==> config.mk <==
export PLATFORM = sky130hd
export DESIGN_NAME = pc_fetch_ctrl
export DESIGN_NICKNAME = d
export VERILOG_FILES = /design/src/rtl/pc_fetch_ctrl.sv
export SDC_FILE = /design/constraint.sdc
export NUM_CORES = 1
export LEC_CHECK = 0
export CELL_PAD_IN_SITES_DETAIL_PLACEMENT = 2
export CELL_PAD_IN_SITES_GLOBAL_PLACEMENT = 2
export CORE_UTILIZATION = 22
export DETAILED_ROUTE_END_ITERATION = 8
export PLACE_DENSITY = 0.83
export SYNTH_ARGS = -nofsm -noshare
export SYNTH_HDL_FRONTEND = slang
export SYNTH_SLANG_ARGS = --single-unit
==> constraint.sdc <==
create_clock -name clk -period 3.95 [get_ports clk]
set_clock_uncertainty 0.2 [all_clocks]
set_input_delay 0.395 -clock clk [delete_from_list [all_inputs] [get_ports clk]]
set_output_delay 0.395 -clock clk [all_outputs]
set_load 0.05 [all_outputs]
==> src/rtl/pc_fetch_ctrl.sv <==
// pc_fetch_ctrl: PC sequencing, imem req/ack fetch and valid/ready hand-off to decode
module pc_fetch_ctrl #(
    parameter int                 ADDR_W     = 32,
    parameter logic [ADDR_W-1:0]  RESET_ADDR = '0
) (
    input  logic              clk,
    input  logic              rst,
    input  logic [ADDR_W-1:0] pc_address,
    output logic [ADDR_W-1:0] next_address,
    output logic              imem_req,
    output logic [ADDR_W-1:0] imem_addr,
    input  logic              imem_ack,
    input  logic [31:0]       imem_rdata,
    output logic [31:0]       instr,
    output logic [ADDR_W-1:0] instr_pc,
    output logic              instr_valid,
    input  logic              instr_ready,
    input  logic              branch_taken,
    input  logic [ADDR_W-1:0] branch_target,
    input  logic              jump,
    input  logic [ADDR_W-1:0] jump_target,
    output logic              misalign_err
);
    typedef enum logic [1:0] {RST_WAIT, FETCH, FLUSH, HOLD} state_t;
    state_t            state_q, state_d;
    logic [31:0]       instr_q;
    logic [ADDR_W-1:0] instr_pc_q, flush_addr_q;
    logic              misalign_q, misalign_d;
    logic              redir, capture, go_flush;
    logic [ADDR_W-1:0] sel_target, target, pc_plus4;
    assign redir      = branch_taken | jump;
    assign sel_target = branch_taken ? branch_target : jump_target;
    assign target     = {sel_target[ADDR_W-1:2], 2'b00};
    assign pc_plus4   = pc_address + ADDR_W'(4);
    assign capture    = (state_q == FETCH) & imem_ack & ~redir;
    assign go_flush   = (state_q == FETCH) & ~imem_ack & redir;
    // redirects are ignored in RST_WAIT, so only applied ones can flag misalignment
    assign misalign_d = redir & (state_q != RST_WAIT) & (sel_target[1:0] != 2'b00);
    // state register; reset drops imem_req immediately by forcing RST_WAIT
    always_ff @(posedge clk or posedge rst) begin
        if (rst) state_q <= RST_WAIT;
        else     state_q <= state_d;
    end
    // next-state: a redirect in FETCH without ack must drain the stale request in FLUSH
    always_comb begin
        state_d = state_q;
        case (state_q)
            RST_WAIT: state_d = FETCH;
            FETCH:    state_d = redir ? (imem_ack ? FETCH : FLUSH) : (imem_ack ? HOLD : FETCH);
            FLUSH:    state_d = imem_ack ? FETCH : FLUSH;
            HOLD:     state_d = (redir | instr_ready) ? FETCH : HOLD;
            default:  state_d = RST_WAIT;
        endcase
    end
    // outputs: the latest redirect always wins the PC, otherwise advance only on a kept fetch
    always_comb begin
        imem_req     = (state_q == FETCH) | (state_q == FLUSH);
        imem_addr    = (state_q == FLUSH) ? flush_addr_q : pc_address;
        instr_valid  = (state_q == HOLD);
        next_address = (state_q == RST_WAIT) ? RESET_ADDR :
                       redir                 ? target :
                       capture               ? pc_plus4 : pc_address;
    end
    // datapath registers: captured instruction, stale fetch address, misalign pulse
    always_ff @(posedge clk or posedge rst) begin
        if (rst) begin
            instr_q      <= '0;
            instr_pc_q   <= '0;
            flush_addr_q <= '0;
            misalign_q   <= 1'b0;
        end else begin
            if (capture) begin
                instr_q    <= imem_rdata;
                instr_pc_q <= pc_address;
            end
            if (go_flush) flush_addr_q <= pc_address;
            misalign_q <= misalign_d;
        end
    end
    assign instr        = instr_q;
    assign instr_pc     = instr_pc_q;
    assign misalign_err = misalign_q;
endmodule

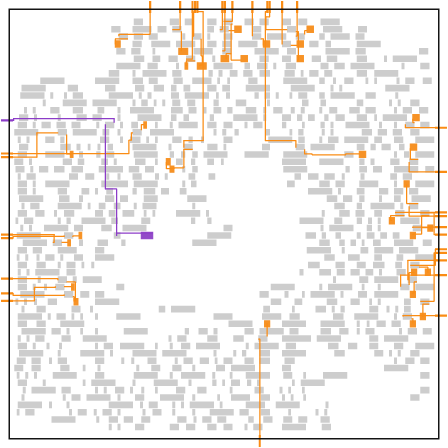
run_1/port_nets.png
Orange shows `jump_target`, direction input, end cells 32, buffers 32, wire 868 µm. Purple shows `instr_valid`, direction output, end cells 1, buffers 1, wire 98.8 µm.
IO buf count: 264
Boundary Pins: 265

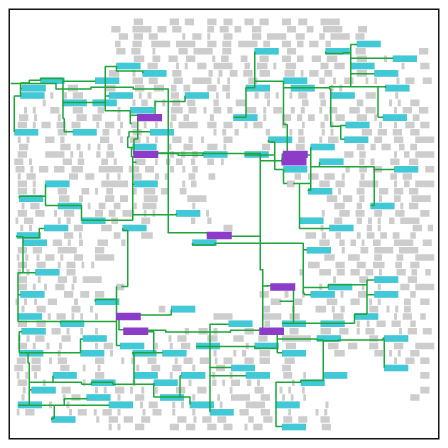
run_1/clock_map.png
Cyan shows flip-flops, count 99. Green shows clock wires, length 1750 µm. Purple shows cells driving clock nets, count 9.
There are 10 routed clock nets. Position of the flops: all over the die.

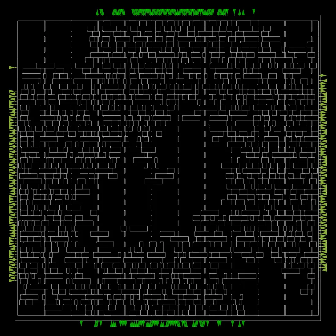
run_1/final_placement.png
tap cells: 319
registers: 99

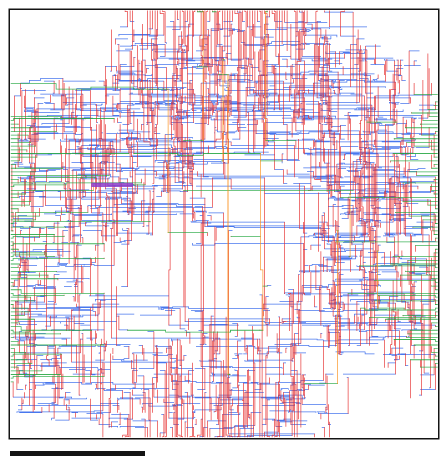
run_1/metal_stack.png
Bar = 50 µm.
Orange shows met4, wire length 465 µm. Red shows met2, wire length 12000 µm. Blue shows met1, wire length 9680 µm. Green shows met3, wire length 2020 µm. Purple shows met5, wire length 13.8 µm.

==> CHANGELOG.md, run 1 <==
## Flow update

* Setup_tns at 0 ns
* Area leader share at 46.2%
* Synth area leaders: dfrtp_1, nand2_1, mux2_2, xor2_1, clkbuf_1
* Worst ir drop on vdd at 0.000391 V
* Via-per-instance ratio at 4.69
* CTS buffer count at 9
* Commonest cells post-synth: nand2_1, dfrtp_1, mux2_2, clkbuf_1, o21ai_0
* M2 GR Usage at 34.4%
* Gpl congestion at 0.741
* Final setup vio count at 0
* Grt met3 use at 6.65%
* Rows at 56
* RSZ-0062 raised after global routing: false
* PD cells at 771 mW/mm²
* Number of gates resized after CTS at 0
* Fraction of synthesis flops using an asynchronous set or reset pin at 100%
* Share of cells above drive strength 1 at 16.4%
* Worst hold slack at 0.278 ns
* Antenna-violating nets left at 0
* Setup ws final at 0.284 ns
* Worst Path Arrival at 3.07 ns
* Starting Density at 22.6%
* Total gr overflow at 0
* Vias in the first global route at 6267
* GRT busiest layer: met2
* Hold-fix buffers at CTS at 0
* Syn Area/Cell at 8.97 µm²
* Tool warnings at 29
* CTS clk-pin slew, worst paths at 0.08 ns
* First-pass DRT Iterations at 5
* Routed WL per cell at 20.5 µm
* Clk ins delay skew pair at 0.35 ns
* Fill count at 2627
* Slew Viols, Final at 0
* Initial antenna violation count at 1
* # Post-CTS Setup Buffers at 0
* DRC at 0
* Worst setup EP type: output port
* Critical Setup Path Class: register to output port
* Via count at 5529
* Synth Seq Share at 46.2%
* Netlist cell types at 44
* Initial DRC count at 181
* Met1 GRT Util at 23.0%
* Die W at 158 µm
* Synthesized net count at 737
* H-tree levels at 3
* Mapped Area at 0.00536 mm²
* Leakage Power at 3.83 nW
* Dominant register cell: dfrtp_1
* Dpl hpwl at 18600 µm
* Max Cap Viol at 0
* Setup crit start kind: register
* Dominant cell type by area after synthesis: dfrtp_1
* CTS tree: built
* Area growth syn-to-layout at 69.7%
* Post-synth EDFFs at 0
* Nets at 994
* Peak fanout along the critical path at 10
* Synthesis Warnings at 0
* Chip area line of the yosys report at 0.00536 mm²
* Status: finished, final reports clean
* Clock Tree Root: clkbuf_16
* Die y size at 158 µm
* Gr usage total at 19.8%
* Hold Path Class: register to register
* Comb. cell area at 0.00270 mm²
* Place WS at 0.329 ns
* First-pass GRT wire length at 36800 µm
* Worst Path Required at 3.36 ns
* Flop and latch count out of synthesis at 99
* Final Util at 38.4%
* Crit path time final at 3.67 ns
* Worst-margin pin slew at 0.704 ns
* Die ar. at 0.0250 mm²
* Max Root-Sink Buffers at 2
* Yosys Instances at 597
* Final tally of hold violations at 0
* Largest net degree at the start of global routing at 51
* Mapped Cells at 597
* Drt total wl at 24100 µm
* Antenna diodes at 0
* FF/Latch Area at 0.00248 mm²
* CORE AREA at 0.0237 mm²
* Count leader, synth: nand2_1
* Slew HR at 53.0%
* Fmax at 0.273 GHz
* Cycle use final at 92.8%
* # clock sinks at 99
## run 1: worst paths after layout
kind	startpoint	end	slack [ns]	depth (start not counted)
min in group asynchronous	rst	instr[22]	0.29	2
min reg2reg	instr[7]	instr[7]	0.28	2
min	instr[7]	instr[7]	0.28	2
max	state_q[1]	next_address[20]	0.28	10
max reg2reg	state_q[1]	flush_addr_q[14]	1.71	6
max in group asynchronous	rst	instr_pc[22]	2.51	3
## run 1: sequential cells by signal, indices dropped and copies added, names as in the netlist
name          flops
flush_addr_q     32
instr            32
instr_pc         32
state_q           2
misalign_err      1
## run 1: power by group
part | switching, mW | internal [mW] | leakage, nW
sequential | 0.256 | 1.49 | 1.21
combinational | 2.71 | 1.58 | 2.47
clock | 0.460 | 0.506 | 0.150
total | 3.43 | 3.58 | 3.83
## run 1: cell type report
cell class	instances	area share, %
inverters	16	0.688
flip-flops and latches	99	27.3
clock buffers	9	2.48
repair buffers	286	34.5
well taps	319	4.39
multi-input cells	442	29.7
clock inverters	7	0.908
## run 1: critical path, stage by stage (launching register included)
cell and delay [ns]:
dfrtp_1 0.40, inv_1 0.09, ha_1 0.30, nand4bb_4 0.21, buf_4 0.23, nor3_1 0.33
buf_4 0.23, nand3_1 0.12, xor2_1 0.18, a211oi_1 0.43, buf_12 0.19
## run 1: metal layers
metal	vias to the layer above	share of wire, %	routed length [µm]
met1	2779	40	9680
met5	-	0.054	13
met3	23	8.4	2020
met4	2	1.9	465
li1	2540	-	-
met2	185	50	12000
## run 1: cells by family after synthesis
kind of cell	Yosys count	synth area share, %
buffers and inverters	56	4.13
muxes	63	13.1
xor gates and xnor gates	25	4.09
adders and majority gates	6	1.40
DFF	99	46.2
AOI/OAI and AO/OA	77	9.51
and+or+nand+nor	271	21.5
## run 1: cell usage in the layout (no fill, tap or decap), types with 10 or more instances in the layout
master / instances
xnor2_1: 10
nand3_1: 11
dfrtp_1: 99
buf_12: 33
nand2_1: 206
o21ai_0: 22
a211oi_1: 11
o22ai_1: 18
clkdlybuf4s50_1: 232
mux2_2: 58
nor2_1: 15
buf_4: 21
xor2_1: 15
inv_1: 14
## run 1: metrics by stage
step | power, mW | std cells | cell area (µm²)
after global routing | 7.37 | 1178 | 9090
final | 7.01 | 1178 | 9090
after detailed placement | 6.11 | 1162 | 8780
after global placement | 5.99 | 1162 | 8780
after CTS | 7.12 | 1178 | 9090
after floorplan | 4.28 | 597 | 5360
--- run 2 (diff from run 1) ---
--- a/config.mk
+++ b/config.mk
@@ -13,3 +13,4 @@
 export SYNTH_ARGS = -nofsm -noshare
 export SYNTH_HDL_FRONTEND = slang
 export SYNTH_SLANG_ARGS = --single-unit
+export TNS_END_PERCENT = 5
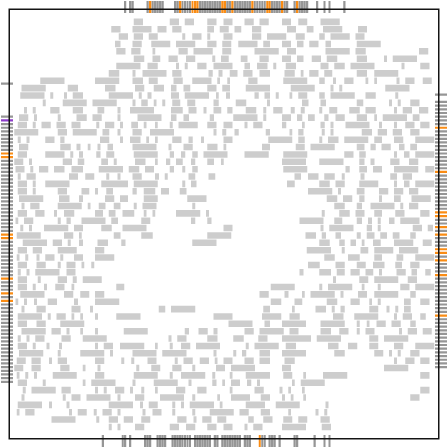
run_2/pins.png
Pins as bars across the die edge, other pins in gray.
Orange shows `jump_target`, pins 32, direction input, edge 13 top, 11 right, 7 left, 1 bottom. Purple shows `instr_valid`, pins 1, direction output, edge left.

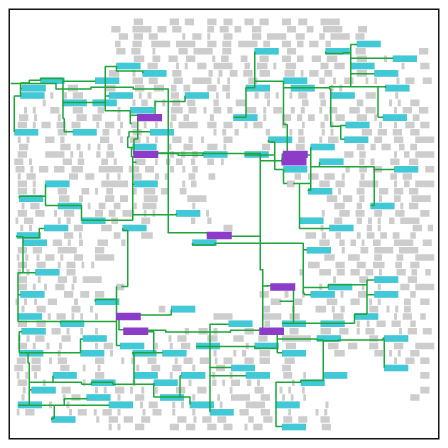
run_2/clock_map.png
Cyan shows flip-flops, count 99. Purple shows cells driving clock nets, count 9. Green shows clock wires, length 1750 µm.
Position of the flops: all over the die. There are 10 routed clock nets.

==> run 2 against run 1 <==
Against the previous run:
- flip-flop count unchanged
- utilization unchanged
- cell area unchanged
- fmax unchanged
- non-clock buffer count unchanged
- total power unchanged
- combinational power about the same
- die size unchanged
- setup slack unchanged
- wire length unchanged
- critical endpoint unchanged
==> CHANGELOG.md, run 2 <==
## Flow update

* Gpl congestion at 0.741
* Worst Path Required at 3.36 ns
* Area leader share at 46.2%
* CTS buffer count at 9
* Mapped Cells at 597
* Slowest CP cell: a211oi_1
* FF/Latch Area at 0.00248 mm²
* Most instantiated logic cells after routing: clkdlybuf4s50_1, nand2_1, dfrtp_1, mux2_2, buf_12
* Via-per-instance ratio at 4.69
* CORE AREA at 0.0237 mm²
* Number of gates resized after CTS at 0
* Max Root-Sink Buffers at 2
* Area growth syn-to-layout at 69.7%
* Die W at 158 µm
* Setup_tns at 0 ns
* Post-synth EDFFs at 0
* Crit-path most repeated cell: buf_4
* Initial DRC count at 181
* Crit path time final at 3.67 ns
* Clock Tree Root: clkbuf_16
* Slew HR at 53.0%
* Routed WL per cell at 20.5 µm
* Largest net degree at the start of global routing at 51
* Total gr overflow at 0
* Worst-margin pin slew at 0.704 ns
* Sequential Power Share at 25.0%
* Commonest cells post-synth: nand2_1, dfrtp_1, mux2_2, clkbuf_1, o21ai_0
* First-pass GRT wire length at 36800 µm
* IO buf count at 264
* Status: finished, final reports clean
* Antenna diodes at 0
* Gr usage total at 19.8%
* Slew Viols, Final at 0
* Initial antenna violation count at 1
* # clock sinks at 99
* Share of cells above drive strength 1 at 16.4%
* Netlist cell types at 44
* Hold-fix buffers at CTS at 0
* Final Util at 38.4%
* Vias in the first global route at 6267
* Peak fanout along the critical path at 10
* Starting Density at 22.6%
* Synthesis Warnings at 0
* Rows at 56
* Worst Path Arrival at 3.07 ns
* Leakage Power at 3.83 nW
* Mapped Area at 0.00536 mm²
* Yosys Instances at 597
* Switching Fraction at 49.0%
* Top cell excl fill/tap: clkdlybuf4s50_1
* Chip area line of the yosys report at 0.00536 mm²
* Dominant register cell: dfrtp_1
* Die y size at 158 µm
* Design area at 0.00909 mm²
* H-tree levels at 3
* Max Cap Viol at 0
* Fraction of synthesis flops using an asynchronous set or reset pin at 100%
* Final setup vio count at 0
* Synth Seq Share at 46.2%
* Worst ir drop on vdd at 0.000391 V
* Post-route insts no fill at 1178
* Pint at 3.58 mW
* Count leader, synth: nand2_1
* Fill count at 2627
* PD cells at 771 mW/mm²
* CTS tree: built
* P_sw at 3.43 mW
* CTS clk-pin slew, worst paths at 0.08 ns
* Setup crit start kind: register
* Syn Area/Cell at 8.97 µm²
* Boundary Pins at 265
* Tool warnings at 29
* Clk ins delay skew pair at 0.35 ns
* # Post-CTS Setup Buffers at 0
* Antenna-violating nets left at 0
* Dominant cell type by area after synthesis: dfrtp_1
* Via count at 5529
* CP bufs+invs at 4
* First-pass DRT Iterations at 5
* Flop and latch count out of synthesis at 99
* Worst path max stage delay at 0.43 ns
* Fmax at 0.273 GHz
* Drt total wl at 24100 µm
* Synthesized net count at 737
* Critical Setup Path Class: register to output port
* Cell Area, Placed at 0.00878 mm²
* Dpl hpwl at 18600 µm
* Final tally of hold violations at 0
* RSZ-0062 raised after global routing: false
* Nets at 994
* Die ar. at 0.0250 mm²
* CP top delay family: buffers and inverters
* Worst setup EP type: output port
* Hold Path Class: register to register
* Comb. cell area at 0.00270 mm²
* Clk pwr share at 13.8%
* Crit-path cells: inv_1 > ha_1 > nand4bb_4 > buf_4 > nor3_1 > buf_4 > nand3_1 > xor2_1 > a211oi_1 > buf_12
* # placed instances at 1162
* Logic pwr share at 61.2%
* DRC at 0
* Cycle use final at 92.8%
* Synth area leaders: dfrtp_1, nand2_1, mux2_2, xor2_1, clkbuf_1
==> run 2: through the flow <==
stage	hold slack, ns	worst slack [ns]	power (mW)
6_report	0.278	0.284	7.01
5_1_grt	0.298	0.0362	7.37
4_1_cts	0.282	0.217	7.12
3_5_place_dp	0.261	0.329	6.11
3_3_place_gp	0.257	0.395	5.99
2_1_floorplan	0.275	0.449	4.28
==> run 2: routing by layer <==
layer	vias up	share of wire [%]	track usage, %	wire, µm
met5	-	0.054	0	13
met4	2	1.9	5.31	465
met3	23	8.4	6.65	2020
met2	185	50	34.4	12000
met1	2779	40	23.0	9680
li1	2540	-	-	-
==> run 2: path summary, 6_finish.rpt <==
kind | cells after the start | from | slack [ns] | to
min | 2 | instr[7] | 0.28 | instr[7]
max in group asynchronous | 3 | rst | 2.51 | instr_pc[22]
min in group asynchronous | 2 | rst | 0.29 | instr[22]
max | 10 | state_q[1] | 0.28 | next_address[20]
max reg2reg | 6 | state_q[1] | 1.71 | flush_addr_q[14]
min reg2reg | 2 | instr[7] | 0.28 | instr[7]
==> run 2: cell type report <==
| type | instances | area share, % |
|---|---|---|
| Inverter | 16 | 0.688 |
| Sequential cell | 99 | 27.3 |
| Multi-Input combinational cell | 442 | 29.7 |
| Timing Repair Buffer | 286 | 34.5 |
| Clock buffer | 9 | 2.48 |
| Tap cell | 319 | 4.39 |
| Clock inverter | 7 | 0.908 |
==> run 2: power groups by stage <==
stage / clock, mW / combinational (mW) / sequential (mW)
floorplan: 0 / 1.48 / 2.80
global placement: 0 / 4.25 / 1.74
detailed placement: 0 / 4.33 / 1.78
CTS: 1.01 / 4.35 / 1.76
global route: 1.05 / 4.50 / 1.82
finish: 0.966 / 4.29 / 1.75
==> run 2: worst register-to-register path, delay by kind of cell (launching register included) <==
kind	cells	cell delay [ns]
buffers and inverters	3	0.60
DFF	1	0.40
muxes	1	0.40
adders and majority gates	1	0.30
and+or+nand+nor	1	0.22
==> run 2: cells by family (layout without fill, tap and decap cells) <==
kind of cell             count (synthesis)  count (layout)  synth area share [%]
AND-OR/OR-AND                           77              77                  9.51
XOR/XNOR                                25              25                  4.09
adder cells (fa/ha/maj)                  6               6                  1.40
multiplexers                            63              63                  13.1
AND/OR/NAND/NOR                        271             271                  21.5
flip-flops                              99              99                  46.2
buffers and inverters                   56             318                  4.13
Power is estimated from default activity; no workload was simulated.
